===== src/rtl/qr_pkg.sv =====
`default_nettype none
// +--------------------------------------------------------------------------+
// | qr_pkg : shared sizes, frame length and loader state encoding            |
// | Rev 1.0                                                                  |
// +--------------------------------------------------------------------------+
package qr_pkg;

  localparam int DATA_BIT  = 48;
  localparam int ROW_NUM   = 4;
  localparam int COL_NUM   = 4;
  localparam int ADDR_NUM  = 2;
  localparam int H_LEN     = ROW_NUM * COL_NUM;
  localparam int FRAME_LEN = H_LEN + ROW_NUM;
  localparam int BANK_NUM  = COL_NUM + 1;
  localparam int CNT_W     = $clog2(FRAME_LEN + 1);

  typedef logic [CNT_W-1:0] idx_t;

  typedef enum logic [2:0] {
    ST_IDLE  = 3'd0,
    ST_LOAD  = 3'd1,
    ST_FLUSH = 3'd2,
    ST_START = 3'd3,
    ST_WAIT  = 3'd4
  } state_t;

endpackage
`default_nettype wire


===== src/rtl/qr_input_loader_if.sv =====
`default_nettype none
// +--------------------------------------------------------------------------+
// | qr_input_loader_if : sample stream in, bank write bus out, QR handshake  |
// | Rev 1.0                                                                  |
// +--------------------------------------------------------------------------+
interface qr_input_loader_if;
  import qr_pkg::*;

  logic                i_valid;
  logic                i_sof;
  logic [DATA_BIT-1:0] i_data;
  logic                o_ready;
  logic [BANK_NUM-1:0] o_we;
  logic [ADDR_NUM-1:0] o_addr;
  logic [DATA_BIT-1:0] o_wdata;
  logic                o_start;
  logic                i_done;
  logic                o_err;

  modport master (
    output i_valid, i_sof, i_data, i_done,
    input  o_ready, o_we, o_addr, o_wdata, o_start, o_err
  );

  modport slave (
    input  i_valid, i_sof, i_data, i_done,
    output o_ready, o_we, o_addr, o_wdata, o_start, o_err
  );

endinterface
`default_nettype wire


===== src/rtl/qr_bank_sel.sv =====
`default_nettype none
// +--------------------------------------------------------------------------+
// | qr_bank_sel : frame sample index -> one-hot bank select and entry addr   |
// | Rev 1.0                                                                  |
// +--------------------------------------------------------------------------+
module qr_bank_sel
  import qr_pkg::*;
(
  input  idx_t                idx,
  output logic [BANK_NUM-1:0] we_oh,
  output logic [ADDR_NUM-1:0] addr
);

  idx_t bank;

  // H is column-major, so each group of ROW_NUM samples fills one bank; y follows
  always_comb begin
    if (idx < CNT_W'(H_LEN)) begin
      bank = idx / CNT_W'(ROW_NUM);
      addr = ADDR_NUM'(idx % CNT_W'(ROW_NUM));
    end else begin
      bank = CNT_W'(COL_NUM);
      addr = ADDR_NUM'(idx - CNT_W'(H_LEN));
    end
    we_oh = BANK_NUM'(1) << bank;
  end

endmodule
`default_nettype wire


===== src/rtl/qr_input_loader.sv =====
`default_nettype none
// +--------------------------------------------------------------------------+
// | qr_input_loader : steers a streamed H/y frame into the QR register banks |
// | Rev 1.0                                                                  |
// +--------------------------------------------------------------------------+
module qr_input_loader
  import qr_pkg::*;
(
  input  logic             clk,
  input  logic             rst_n,
  qr_input_loader_if.slave bus
);

  state_t              r_state, w_state_nxt;
  idx_t                r_count, w_count_nxt, w_idx;
  logic                w_accept, w_write, w_last;
  logic [BANK_NUM-1:0] w_sel_we, w_we_nxt, r_we;
  logic [ADDR_NUM-1:0] w_sel_addr, w_addr_nxt, r_addr;
  logic [DATA_BIT-1:0] w_wdata_nxt, r_wdata;
  logic                w_start_nxt, r_start, w_err_nxt, r_err;

  assign bus.o_ready = (r_state == ST_IDLE) || (r_state == ST_LOAD);
  assign w_accept    = bus.i_valid & bus.o_ready;
  // SOF always restarts at index 0; outside a frame only SOF samples are kept
  assign w_write     = w_accept & (bus.i_sof | (r_state == ST_LOAD));
  assign w_idx       = bus.i_sof ? '0 : r_count;
  assign w_last      = w_write && (w_idx == CNT_W'(FRAME_LEN - 1));

  qr_bank_sel u_bank_sel (
    .idx   (w_idx),
    .we_oh (w_sel_we),
    .addr  (w_sel_addr)
  );

  always_ff @(posedge clk or negedge rst_n) begin
    if (!rst_n) begin
      r_state <= ST_IDLE;
      r_count <= '0;
    end else begin
      r_state <= w_state_nxt;
      r_count <= w_count_nxt;
    end
  end

  always_comb begin
    w_state_nxt = r_state;
    w_count_nxt = r_count;
    case (r_state)
      ST_IDLE:  if (w_write) w_state_nxt = ST_LOAD;
      ST_LOAD:  if (w_last) w_state_nxt = ST_FLUSH;
      ST_FLUSH: w_state_nxt = ST_START;
      ST_START: w_state_nxt = ST_WAIT;
      ST_WAIT:  if (bus.i_done) begin
        w_state_nxt = ST_IDLE;
        w_count_nxt = '0;
      end
      default:  w_state_nxt = ST_IDLE;
    endcase
    if (w_write && !w_last) w_count_nxt = w_idx + CNT_W'(1);
  end

  always_comb begin
    w_we_nxt    = '0;
    w_addr_nxt  = r_addr;
    w_wdata_nxt = r_wdata;
    if (w_write) begin
      w_we_nxt    = w_sel_we;
      w_addr_nxt  = w_sel_addr;
      w_wdata_nxt = bus.i_data;
    end
    w_start_nxt = (r_state == ST_START);
    w_err_nxt   = w_accept & ~w_write;
  end

  always_ff @(posedge clk or negedge rst_n) begin
    if (!rst_n) begin
      r_we    <= '0;
      r_addr  <= '0;
      r_wdata <= '0;
      r_start <= 1'b0;
      r_err   <= 1'b0;
    end else begin
      r_we    <= w_we_nxt;
      r_addr  <= w_addr_nxt;
      r_wdata <= w_wdata_nxt;
      r_start <= w_start_nxt;
      r_err   <= w_err_nxt;
    end
  end

  assign bus.o_we    = r_we;
  assign bus.o_addr  = r_addr;
  assign bus.o_wdata = r_wdata;
  assign bus.o_start = r_start;
  assign bus.o_err   = r_err;

endmodule
`default_nettype wire


===== src/flat_wrapper.sv =====
// flat-port wrapper written by rule: the top's interface ports become plain ports
module qr_input_loader_flat import qr_pkg::*;
  (clk, rst_n, bus_i_valid, bus_i_sof, bus_i_data, bus_i_done, bus_o_ready, bus_o_we, bus_o_addr, bus_o_wdata, bus_o_start, bus_o_err);
  qr_input_loader_if bus_i ();
  input  logic clk;
  input  logic rst_n;
  input wire logic [$bits(bus_i.i_valid)-1:0] bus_i_valid;
  input wire logic [$bits(bus_i.i_sof)-1:0] bus_i_sof;
  input wire logic [$bits(bus_i.i_data)-1:0] bus_i_data;
  input wire logic [$bits(bus_i.i_done)-1:0] bus_i_done;
  output wire logic [$bits(bus_i.o_ready)-1:0] bus_o_ready;
  output wire logic [$bits(bus_i.o_we)-1:0] bus_o_we;
  output wire logic [$bits(bus_i.o_addr)-1:0] bus_o_addr;
  output wire logic [$bits(bus_i.o_wdata)-1:0] bus_o_wdata;
  output wire logic [$bits(bus_i.o_start)-1:0] bus_o_start;
  output wire logic [$bits(bus_i.o_err)-1:0] bus_o_err;
  assign bus_i.i_valid = bus_i_valid;
  assign bus_i.i_sof = bus_i_sof;
  assign bus_i.i_data = bus_i_data;
  assign bus_i.i_done = bus_i_done;
  assign bus_o_ready = bus_i.o_ready;
  assign bus_o_we = bus_i.o_we;
  assign bus_o_addr = bus_i.o_addr;
  assign bus_o_wdata = bus_i.o_wdata;
  assign bus_o_start = bus_i.o_start;
  assign bus_o_err = bus_i.o_err;
  qr_input_loader u_core (.clk(clk), .rst_n(rst_n), .bus(bus_i));
endmodule

===== config.mk =====
export PLATFORM = sky130hd
export DESIGN_NAME = qr_input_loader_flat
export DESIGN_NICKNAME = d
export VERILOG_FILES = /design/src/rtl/qr_pkg.sv /design/src/rtl/qr_input_loader_if.sv /design/src/rtl/qr_bank_sel.sv /design/src/rtl/qr_input_loader.sv /design/src/flat_wrapper.sv
export SDC_FILE = /design/constraint.sdc
export NUM_CORES = 1
export LEC_CHECK = 0
export CAP_MARGIN = 15
export CORE_MARGIN = 4
export CORE_UTILIZATION = 42
export CTS_CLUSTER_SIZE = 10
export DETAILED_ROUTE_END_ITERATION = 7
export GPL_ROUTABILITY_DRIVEN = 0
export MAX_ROUTING_LAYER = met4
export PLACE_DENSITY = 0.79
export SLEW_MARGIN = 20
export SYNTH_ARGS = -nofsm -noshare
export SYNTH_HDL_FRONTEND = slang
export SYNTH_SLANG_ARGS = --single-unit

===== constraint.sdc =====
create_clock -name clk -period 2.16 [get_ports clk]
set_input_delay 0.648 -clock clk [delete_from_list [all_inputs] [get_ports clk]]
set_output_delay 0.648 -clock clk [all_outputs]
set_load 0.01 [all_outputs]

### Layout detail, run 1

Region (55, 55) to (75, 75) µm. Cells in grey, sequential cells in the stronger grey; small squares are vias.
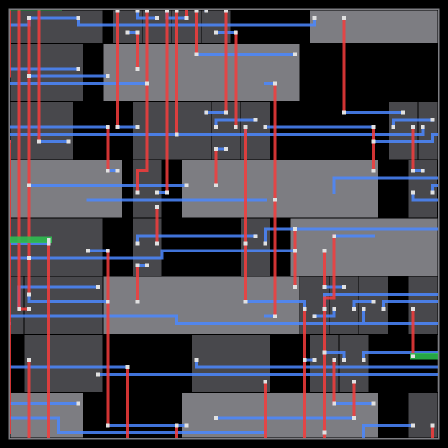
Key: red = metal 2; blue = metal 1; green = metal 3
Most frequent: nand2_1 (18), dfrtp_1 (7), clkdlybuf4s50_1 (6). Sequential cells in the window: 7. 33 logic cells have their middle in the window. Netlist names of flops here include `u_core.bus.o_wdata` (7).

### Port wiring, run 1

Drawn at 4 px/µm.
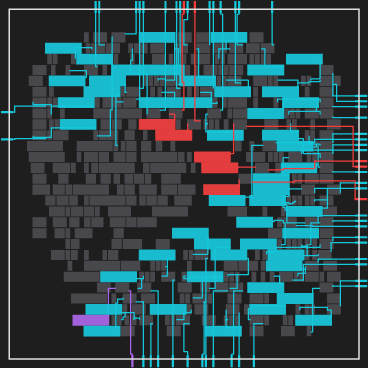
Key: purple = `bus_o_err` [direction output, edge bottom, end cells 1, buffers 1, wire 26.4 µm]; red = `bus_o_we` [direction output, edge 3 right, 2 top, end cells 5, buffers 5, wire 169 µm]; cyan = `bus_o_wdata` [direction output, edge 20 right, 15 top, 11 bottom, 2 left, end cells 48, buffers 48, wire 1,180 µm]

### Met2 routing, run 1

Drawn at 4 px/µm.
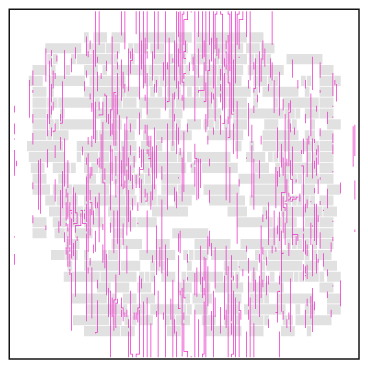
The wires run mostly vertical. The layer carries 3,250 µm of wire.

==> notes.md, run 1 <==
yosys + openroad results -> outcome complete, no violations, largest area contributor in the netlist dfrtp_1, top sig layer met4, async set-reset flop share out of synthesis 1.00, post-DP HPWL 4780 µm, CTS root buf clkbuf_8, vias in the first global route 2,236, Slew headroom 0.692, Yosys chip area 2630 µm², Util after Layout 0.682, Critical Path Source u_core.r_state[2], CP max stage cell clkdlybuf4s50_1, Reg-to-Reg End u_core.r_state[0], WP buf/inv 1, initial antenna violation count 0, worst endpoint required time 1.51 ns, Met3 Wirelength 438 µm, FF-to-FF path depth 7, Synth Seq Share 0.619, Avg Cell Area, Syn 9.25 µm², largest net degree at the start of global routing 33, Total Power a little under 3000 µW, first-pass GRT wire length around 11,000 µm, Slew @ Worst Pin 0.461 ns, Die H 87.1 µm, IO buf count 110, CTS Hold Buffers Added 0, Final Critical Period 2.08 ns, gr usage total 0.185, Mapped Cells 284, Dominant flop cell dfrtp_1, Worst-path clk slew ~0.070 ns, DR vias 2,280, CP Class reg2out, RSZ-0062 raised after global routing no, Critical Path Stages 2, Crit path max-delay family buffers and inverters, final hold violation count 0, Reg2Reg Launch Point u_core.r_count[1], simple share 0.291, startpoint types flop, Synth Net Count around 340, Post-CTS Setup Bufs 0, top cells, area dfrtp_1, nand2_1, nor2_1, post-synthesis xor/xnor area fraction 0.00333, Static Leak about 0.0020 µW, Post-Synth AOI/OAI Area 0.0386, clk sinks 65, slowest stage delay, CP 0.56 ns
## run 1: placed cells by master (no fill, tap or decap), types with 2 or more instances in the layout
cell and n:
nand2_1 150, clkdlybuf4s50_1 108, dfrtp_1 65, buf_4 15, clkbuf_8 12, nor2_1 10
nand3_1 6, nor2b_2 2, or3_4 2, nor3b_2 2, mux2_2 2, o21ai_0 2
nor2b_1 2, a22oi_1 2, inv_1 2
## run 1: worst register-to-register path, stage by stage (launching register included)
cell,delay (ns)
dfrtp_1,0.38
nor2b_2,0.17
ha_1,0.18
nor4bb_4,0.30
buf_4,0.18
nand2_1,0.05
a221oi_1,0.25
a211oi_1,0.09
## run 1: sequential cells by signal, indices dropped and copies added, names as in the netlist
name,flops
u_core.bus.o_wdata,48
u_core.r_state,3
u_core.r_count,5
u_core.bus.o_addr,2
u_core.bus.o_start,1
u_core.bus.o_err,1
u_core.bus.o_we,5
## run 1: report_power, final
| group | internal, µW | switching, µW |
|---|---|---|
| clock | 503 | 433 |
| combinational | 325 | 236 |
| sequential | 1330 | 66.4 |
## run 1: cell type report
class                           count  area [µm²]  share of cell area
Sequential cell                    65        1630               0.398
Timing Repair Buffer              126        1230               0.301
Multi-Input combinational cell    200         946               0.231
Clock buffer                       13         169              0.0413
Tap cell                           75        93.8              0.0230
Clock inverter                      2        12.5             0.00306
Inverter                            2        7.51             0.00184
## run 1: through the flow
step	cells	instance area, µm²	worst slack, ns
after global routing	483	4090	0.0128
after CTS	483	4070	0.000680
after floorplan	284	2630	0.175
after detailed placement	468	3880	-0.394
after global placement	468	3880	-0.308
final	483	4090	0.0829
## run 1: per-layer routing
metal,global-route usage,up-vias
met2,0.302,74
met5,-,-
met3,0.0369,12
li1,-,1127
met4,0.0737,0
met1,0.225,1067
--- run 2 (diff from run 1) ---
Settings changed: GPL_ROUTABILITY_DRIVEN 0 to default, SLEW_MARGIN 20 to default.
### Layout detail, run 2

Region (55, 55) to (75, 75) µm. Cells in grey, sequential cells in the stronger grey; small squares are vias.
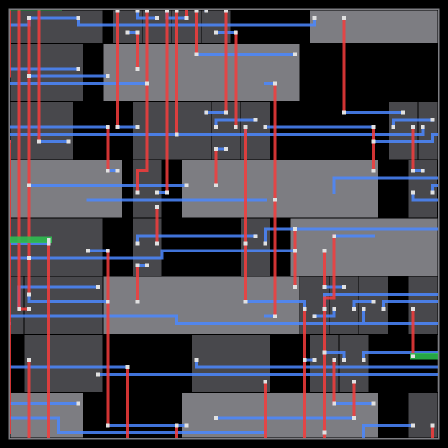
Key: green = metal 3; red = metal 2; blue = metal 1
Sequential cells in the window: 7. Most frequent: nand2_1 (18), dfrtp_1 (7), clkdlybuf4s50_1 (6). 33 logic cells have their middle in the window. Netlist names of flops here include `u_core.bus.o_wdata` (7).

==> run 2 against run 1 <==
Via count unchanged. Worst hold slack stayed put. Highest routed layer unchanged. Critical path type unchanged. Register-to-register slack about the same. Synthesized cell count stayed put. Clock skew did not move.
==> notes.md, run 2 <==
yosys + openroad results -> outcome complete, no violations, async set-reset flop share out of synthesis 1.00 (unchanged), FF+latch area 1630 µm² (unchanged), Slew headroom 0.692 (unchanged), Yosys chip area 2630 µm² (unchanged), Fmax 0.481 GHz, endpoints failing setup 0, gr usage total 0.185 (unchanged), non-filler cells, final 483 (unchanged), initial antenna violation count 0 (unchanged), dpl ws -0.394 ns (unchanged), Dominant flop cell dfrtp_1, CP Class reg2out, Met3 Wirelength 438 µm (unchanged), CP max stage cell clkdlybuf4s50_1, Gate Area 946 µm² (unchanged), post-DP HPWL 4780 µm (unchanged), largest net degree at the start of global routing 33 (unchanged), Post-CTS Setup Bufs 0 (unchanged), layout cells sized above 1 0.108, Commonest Layout Cell nand2_1, vias in the first global route 2,236 (unchanged), first-pass GRT wire length 10,500 µm (unchanged), Total Power 2890 µW (unchanged), Util after Layout 0.682 (unchanged), WP buf/inv 1 (unchanged), clk sinks 65 (unchanged), max_cap viols 0, Finished Cell Area 4090 µm² (unchanged), DR vias 2,280 (unchanged), vias per std cell roughly 4.7, Mapped Cells 284 (unchanged), Post-DP Area 3880 µm² (unchanged), top cells, area dfrtp_1, nand2_1, nor2_1, largest area contributor in the netlist dfrtp_1, Avg Cell Area, Syn 9.25 µm² (unchanged), worst endpoint required time 1.51 ns (about the same), Synth Net Count 338 (unchanged), final hold violation count 0 (unchanged), IO buf count 110 (unchanged), Final Critical Period 2.08 ns (unchanged), slowest stage delay, CP 0.56 ns (about the same), CTS root buf clkbuf_8, final worst slack 0.0829 ns (unchanged), RSZ-0062 raised after global routing no, Slew @ Worst Pin 0.461 ns (unchanged), Placed Instances 468 (unchanged), critical path, cell by cell nor2_1 -> clkdlybuf4s50_1, Worst-path clk slew 0.07 ns (about the same)
### Signal wires by layer, run 2

Drawn at 6 px/µm. Only two layers are drawn.
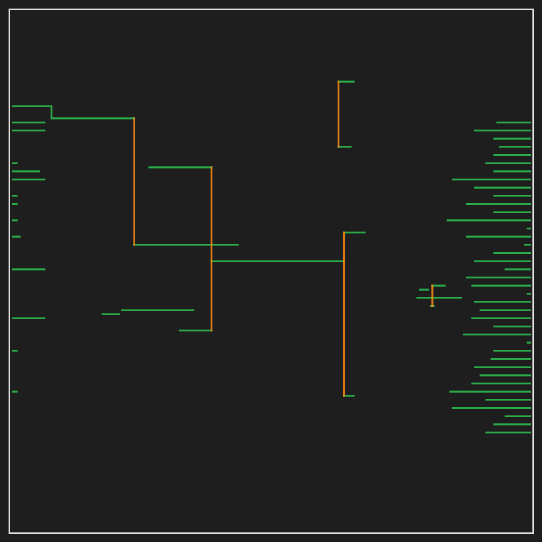
Key: orange = metal 4 [wire length 89.8 µm]; green = metal 3 [wire length 438 µm]

[run 2: area by class of cell]
cell class | count | area share
repair buffers | 126 | 0.301
multi-input cells | 200 | 0.231
flip-flops and latches | 65 | 0.398
inverters | 2 | 0.00184
clock buffers | 13 | 0.0413
well taps | 75 | 0.0230
clock inverters | 2 | 0.00306
[run 2: layer usage]
metal	up-vias	GRT usage
met5	-	-
met4	0	0.0737
met3	12	0.0369
met2	74	0.302
met1	1067	0.225
li1	1127	-
[run 2: power breakdown]
part           leakage [µW]  internal, µW  switching (µW)
clock network     0.0000915           503             433
registers          0.000808          1330            66.4
logic               0.00107           325             236
[run 2: cell families (layout without fill, tap and decap cells)]
| kind of cell | after synthesis | after routing | synth area share |
|---|---|---|---|
| DFF | 65 | 65 | 0.619 |
| adders and majority gates | 1 | 1 | 0.00476 |
| and+or+nand+nor | 181 | 181 | 0.291 |
| AOI/OAI and AO/OA | 14 | 14 | 0.0386 |
| buffers and inverters | 19 | 143 | 0.0305 |
| xor gates and xnor gates | 1 | 1 | 0.00334 |
| muxes | 3 | 3 | 0.0124 |
[run 2: path summary, 6_finish.rpt]
path	endpoint	cells past startpoint	from	slack, ns
max in group asynchronous	u_core.r_count[4]	2	rst_n	1.25
hold reg to reg	u_core.bus.o_wdata[5]	2	u_core.bus.o_wdata[5]	0.47
setup / recovery	bus_o_ready	2	u_core.r_state[2]	0.08
min in group clk	u_core.bus.o_wdata[5]	2	u_core.bus.o_wdata[5]	0.47
hold / removal	u_core.bus.o_wdata[34]	1	rst_n	0.26
setup reg to reg	u_core.r_state[0]	7	u_core.r_count[1]	0.42
[run 2: timing repair]
action	4_1_cts	5_1_grt
gates resized	1	5
gates cloned	0	0
setup endpoints to repair	2	5
pin swaps	0	0
Power is estimated from default activity; no workload was simulated.
